--- src/rtl/lb_pkg.sv ---
// Shared widths and helpers for the load-balancer dataplane blocks.
//   IP_W  : IPv4 address width
//   MAC_W : Ethernet MAC width
//   clog2 : ceiling log2, clog2(1) = 0
package lb_pkg;

    localparam int unsigned IP_W  = 32;
    localparam int unsigned MAC_W = 48;

    function automatic int unsigned clog2(input int unsigned n);
        int unsigned r;
        r = 0;
        for (int i = 0; i < 32; i++) begin
            if ((64'd1 << i) < 64'(n)) r = 32'(i + 1);
        end
        return r;
    endfunction

endpackage

--- src/rtl/lb_tag_fifo.sv ---
// In-order synchronous FIFO holding requester tags for outstanding queries.
// Ports:
//   clk, rst      : clock, asynchronous active-high reset
//   i_push/i_data : write a tag (ignored when full)
//   i_pop         : drop the head tag (ignored when empty)
//   o_full/o_empty: occupancy flags
//   o_count       : number of stored tags (0..DEPTH)
//   o_head        : tag at the head, valid when !o_empty
module lb_tag_fifo
    import lb_pkg::*;
#(
    parameter int unsigned WIDTH = 1,
    parameter int unsigned DEPTH = 4
) (
    input  logic                    clk,
    input  logic                    rst,
    input  logic                    i_push,
    input  logic [WIDTH-1:0]        i_data,
    input  logic                    i_pop,
    output logic                    o_full,
    output logic                    o_empty,
    output logic [clog2(DEPTH):0]   o_count,
    output logic [WIDTH-1:0]        o_head
);

    localparam int unsigned AW = clog2(DEPTH);

    // Pointers carry an extra wrap bit so full and empty are distinguishable.
    logic [AW:0]      r_wptr;
    logic [AW:0]      r_rptr;
    logic [WIDTH-1:0] r_mem [DEPTH];

    always_ff @(posedge clk or posedge rst) begin
        if (rst) begin
            r_wptr <= '0;
            r_rptr <= '0;
            for (int i = 0; i < int'(DEPTH); i++) begin
                r_mem[i] <= '0;
            end
        end else begin
            if (i_push && !o_full) begin
                r_mem[r_wptr[AW-1:0]] <= i_data;
                r_wptr                <= r_wptr + (AW+1)'(1);
            end
            if (i_pop && !o_empty) begin
                r_rptr <= r_rptr + (AW+1)'(1);
            end
        end
    end

    assign o_empty = (r_wptr == r_rptr);
    assign o_full  = (r_wptr[AW] != r_rptr[AW]) && (r_wptr[AW-1:0] == r_rptr[AW-1:0]);
    assign o_count = r_wptr - r_rptr;
    assign o_head  = r_mem[r_rptr[AW-1:0]];

endmodule

--- src/rtl/arp_query_arbiter.sv ---
// Shares one arp_cache query port among NUM_REQ requesters. Requests are
// granted round-robin (with a lock that holds a stalled grant), the granted
// index is queued in an in-order tag FIFO, and cache responses are routed to
// the requester at the FIFO head.
// Ports:
//   clk, rst                              : clock, async active-high reset
//   req_valid_i/req_ready_o/req_ip_i      : requester query handshakes + IPs
//   resp_valid_o/resp_ready_i             : per-requester response handshakes
//   resp_mac_o/resp_err_o                 : shared response payload
//   cache_req_valid_o/cache_req_ready_i   : query handshake to the cache
//   cache_ip_o                            : IP of the granted requester
//   cache_resp_valid_i/cache_resp_ready_o : response handshake from the cache
//   cache_mac_i/cache_err_i               : cache response payload
//   inflight_o                            : outstanding query count
//   orphan_o                              : sticky, response seen with nothing outstanding
module arp_query_arbiter
    import lb_pkg::*;
#(
    parameter int unsigned NUM_REQ         = 2,
    parameter int unsigned MAX_OUTSTANDING = 4
) (
    input  logic                            clk,
    input  logic                            rst,
    input  logic [NUM_REQ-1:0]              req_valid_i,
    output logic [NUM_REQ-1:0]              req_ready_o,
    input  logic [IP_W*NUM_REQ-1:0]         req_ip_i,
    output logic [NUM_REQ-1:0]              resp_valid_o,
    input  logic [NUM_REQ-1:0]              resp_ready_i,
    output logic [MAC_W-1:0]                resp_mac_o,
    output logic                            resp_err_o,
    output logic                            cache_req_valid_o,
    input  logic                            cache_req_ready_i,
    output logic [IP_W-1:0]                 cache_ip_o,
    input  logic                            cache_resp_valid_i,
    output logic                            cache_resp_ready_o,
    input  logic [MAC_W-1:0]                cache_mac_i,
    input  logic                            cache_err_i,
    output logic [clog2(MAX_OUTSTANDING):0] inflight_o,
    output logic                            orphan_o
);

    localparam int unsigned TAG_W = clog2(NUM_REQ);
    localparam int unsigned CNT_W = clog2(MAX_OUTSTANDING) + 1;

    logic [TAG_W-1:0] r_rr;
    logic             r_lock;
    logic [TAG_W-1:0] r_lock_g;
    logic             r_orphan;

    logic [TAG_W-1:0] w_search;
    logic             w_found;
    int unsigned      w_idx;
    logic [TAG_W-1:0] w_g;
    logic             w_full;
    logic             w_empty;
    logic [CNT_W-1:0] w_count;
    logic [TAG_W-1:0] w_head;
    logic             w_head_ready;
    logic             w_cvalid;
    logic             w_req_fire;
    logic             w_resp_fire;

    // Round-robin search: first valid requester at or after r_rr.
    always_comb begin
        w_search = r_rr;
        w_found  = 1'b0;
        w_idx    = '0;
        for (int i = 0; i < int'(NUM_REQ); i++) begin
            w_idx = (32'(r_rr) + 32'(i)) % NUM_REQ;
            if (!w_found && req_valid_i[TAG_W'(w_idx)]) begin
                w_found  = 1'b1;
                w_search = TAG_W'(w_idx);
            end
        end
    end

    // A stalled request keeps its grant until it transfers.
    assign w_g         = r_lock ? r_lock_g : w_search;
    assign w_cvalid    = (|req_valid_i) & ~w_full;
    assign w_req_fire  = w_cvalid & cache_req_ready_i;
    assign w_resp_fire = cache_resp_valid_i & ~w_empty & w_head_ready;

    // Per-requester steering of grant and response; all outputs zero in reset.
    always_comb begin
        req_ready_o  = '0;
        resp_valid_o = '0;
        cache_ip_o   = '0;
        w_head_ready = 1'b0;
        for (int k = 0; k < int'(NUM_REQ); k++) begin
            if (w_g == TAG_W'(k)) begin
                req_ready_o[k] = cache_req_ready_i & ~w_full & ~rst;
                cache_ip_o     = rst ? '0 : req_ip_i[k*IP_W +: IP_W];
            end
            if (w_head == TAG_W'(k)) begin
                resp_valid_o[k] = cache_resp_valid_i & ~w_empty & ~rst;
                w_head_ready    = resp_ready_i[k];
            end
        end
    end

    assign cache_req_valid_o  = w_cvalid & ~rst;
    assign cache_resp_ready_o = w_head_ready & ~w_empty & ~rst;
    assign resp_mac_o         = rst ? '0 : cache_mac_i;
    assign resp_err_o         = cache_err_i & ~rst;
    assign inflight_o         = rst ? '0 : w_count;
    assign orphan_o           = r_orphan;

    // Arbiter pointer, grant lock and orphan flag.
    always_ff @(posedge clk or posedge rst) begin
        if (rst) begin
            r_rr     <= '0;
            r_lock   <= 1'b0;
            r_lock_g <= '0;
            r_orphan <= 1'b0;
        end else begin
            if (w_req_fire) begin
                r_rr   <= (w_g == TAG_W'(NUM_REQ - 1)) ? '0 : w_g + TAG_W'(1);
                r_lock <= 1'b0;
            end else if (w_cvalid && !cache_req_ready_i) begin
                r_lock   <= 1'b1;
                r_lock_g <= w_g;
            end
            if (cache_resp_valid_i && w_empty) begin
                r_orphan <= 1'b1;
            end
        end
    end

    lb_tag_fifo #(
        .WIDTH (TAG_W),
        .DEPTH (MAX_OUTSTANDING)
    ) u_tag_fifo (
        .clk     (clk),
        .rst     (rst),
        .i_push  (w_req_fire),
        .i_data  (w_g),
        .i_pop   (w_resp_fire),
        .o_full  (w_full),
        .o_empty (w_empty),
        .o_count (w_count),
        .o_head  (w_head)
    );

endmodule

--- config.mk ---
export PLATFORM = sky130hd
export DESIGN_NAME = arp_query_arbiter
export DESIGN_NICKNAME = d
export VERILOG_FILES = /design/src/rtl/lb_pkg.sv /design/src/rtl/lb_tag_fifo.sv /design/src/rtl/arp_query_arbiter.sv
export SDC_FILE = /design/constraint.sdc
export NUM_CORES = 1
export LEC_CHECK = 0
export CORE_ASPECT_RATIO = 0.7
export CORE_UTILIZATION = 27
export DETAILED_ROUTE_END_ITERATION = 8
export PLACE_DENSITY = 0.83
export SETUP_SLACK_MARGIN = 0.3
export SYNTH_ARGS = -nofsm -noshare
export SYNTH_HDL_FRONTEND = slang
export SYNTH_SLANG_ARGS = --single-unit
--- constraint.sdc ---
create_clock -name clk -period 2.1 [get_ports clk]
set_input_delay 0.315 -clock clk [delete_from_list [all_inputs] [get_ports clk]]
set_output_delay 0.315 -clock clk [all_outputs]
set_load 0.005 [all_outputs]
Figure 1. Metal 2.
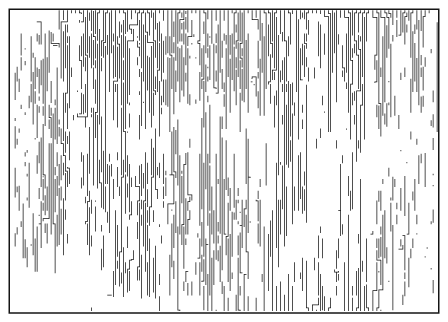
The layer carries 5,150 um of wire. The longest straight run is 43.2 um. 549 nets have wire on it. The wires run mostly vertical. The layer holds 50% of the routed length.
Global Route met2 Usage: 52.2%
routed vias: 2,943
final wirelength: 10,300 um

Figure 2. The clock network.
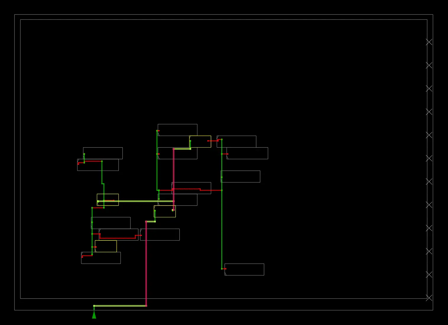
clkbuf count: 4
Worst Clk Skew: 0.00265 ns

Figure 3. Cells by drive strength.
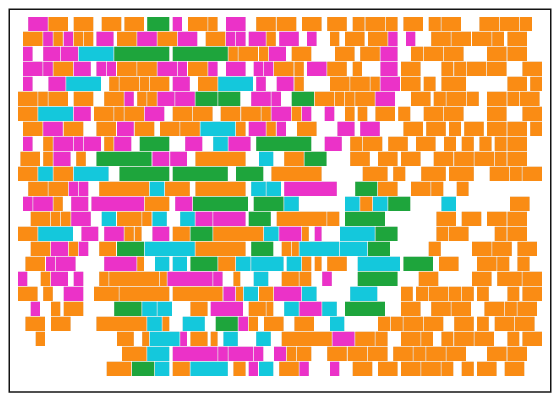
Key: green = x6 and larger [cells 31, share 6.3%, most used buf_6]; cyan = x3 and x4 [cells 49, share 9.9%, most used buf_4]; magenta = x2 [cells 111, share 22%, most used buf_2]; orange = x1 and smaller [cells 305, share 61%, most used clkdlybuf4s50_1]

==> metrics.yaml <==
cells_and_area:
  insertedDiodeCount: 0
  flops: 14
  clock_area_share_pct: 1.14
  buffers: 268
  lay_top_cells: "clkdlybuf4s50_1 (162), nor2b_1 (50), buf_2 (40), buf_4 (31), o21ai_1 (29)"
  logic_gates: 204
  largest_class: "non-clock buffers"
  final_core_util_pct: 77.7
  fill_cells: 418
  ff_latch_area_sq_um: 353
  drive_gt1_share_pct: 38.5
  comb-cell-share_pct: 35.3
drt:
  wl_per_cell_um: 18.0
  antenna_left: 0
  viasPerCell: 5.13
  initialDrtViolationCount: 165
  drc: 12
power_and_ir_drop:
  p_total_mw: 4.86
  clkPwrFrac_pct: 5.5
  power_clock_mw: 0.267
  power_leader: "combinational cells"
  p_seq_share_pct: 11.1
synth:
  synth.ff_latch_count: 14
  ys_sh_mux_pct: 4.24
  synth.cell_area_sq_um: 1740
  logic_family: "simple AND/OR/NAND/NOR gates"
  xor_area_share_pct: 3.95
  netlist.top_cell.by_area: "dfrtp_1"
  edf_count: 0
  ys_warn_count: 0
  fp_nets: 376
  ff_type: "dfrtp_1"
  yosysCellCount: 247
  area_leaders: "dfrtp_1 (20%), nor2b_1 (18%), a21oi_1 (11%), o21ai_0 (9.8%), nand3_1 (9.2%)"
  synth_top_area_share_pct: 20.1
floorplan:
  dieArea_sq_um: 6780
  chipHeight_um: 69.2
  chipWidth_um: 98.0
worst_setup_path:
  max_stage_delay_ns: 0.56
  cp-endpoint: "cache_resp_ready_o"
  required_ns: 1.78
  cp-start-kind: "register"
  critPathTopFamily: "multiplexers"
  r2r-start: "u_tag_fifo.r_rptr[0]"
  end_kind: "output port"
  worstPathArrival_ns: 1.76
  cp_slowest_cell: "mux4_2"
  worstPathCellList: "mux4_2 -> buf_6 -> mux2i_2 -> nor3_1 -> buf_2"
  timing.rr.end: "u_tag_fifo.r_rptr[1]"
sta:
  whs_ns: 0.199
  setup_violations: 0
  rsz0062_at_grt: "true"
  hold_viol_final: 0
  maxSlewViolCount: 0
  tightest_slew_ns: 0.363
  tns_ns: 0
placed_design:
  gp_congestion: 0.778
  dp_cells: 535
  place_hpwl_um: 6470
clocking:
  postCtsHoldBufs: 0
  cts_tree: "done"
  clk_path_buf_depth: 2
  clk_root_buffer_cell: "clkbuf_8"
  postCtsSetupRepairBufs: 25
  cts_buffers: 3
outcome:
  violations: "design-rule violations"
  outcome: "finished, violations left"
global_routing:
  grt_pass1_wl_um: 15700
  grt_pass1_vias: 3079
  grt_util_met1_pct: 34.7
  grt_max_degree: 38
job:
  warnings: 32
  drv_cap: 0
Figure 4. Placement by cell class.
The bar under the picture is 20 um long. Fill, decap, tap and diode cells in gray.
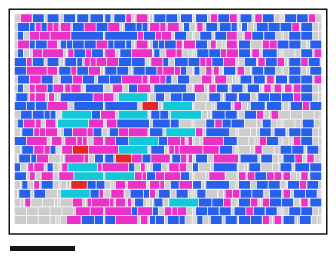
Key: cyan = registers [cells 14, share of their area 7.5%]; red = clock drivers and dummy loads [cells 4, share of their area 1.2%]; magenta = remaining logic cells [cells 210, share of their area 37%]; blue = remaining buffers and delay cells [cells 268, share of their area 55%]
final instance area: 4830 sq um
Row Count: 24
register fraction of the total cell area: 7.31%
core area: 6220 sq um

Figure 5. Logic cells by family.
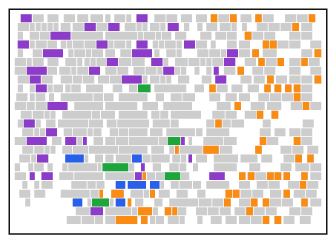
Key: purple = nand cells [cells 39]; orange = nor cells [cells 61]; blue = xor and xnor cells [cells 7]; green = mux cells [cells 5]

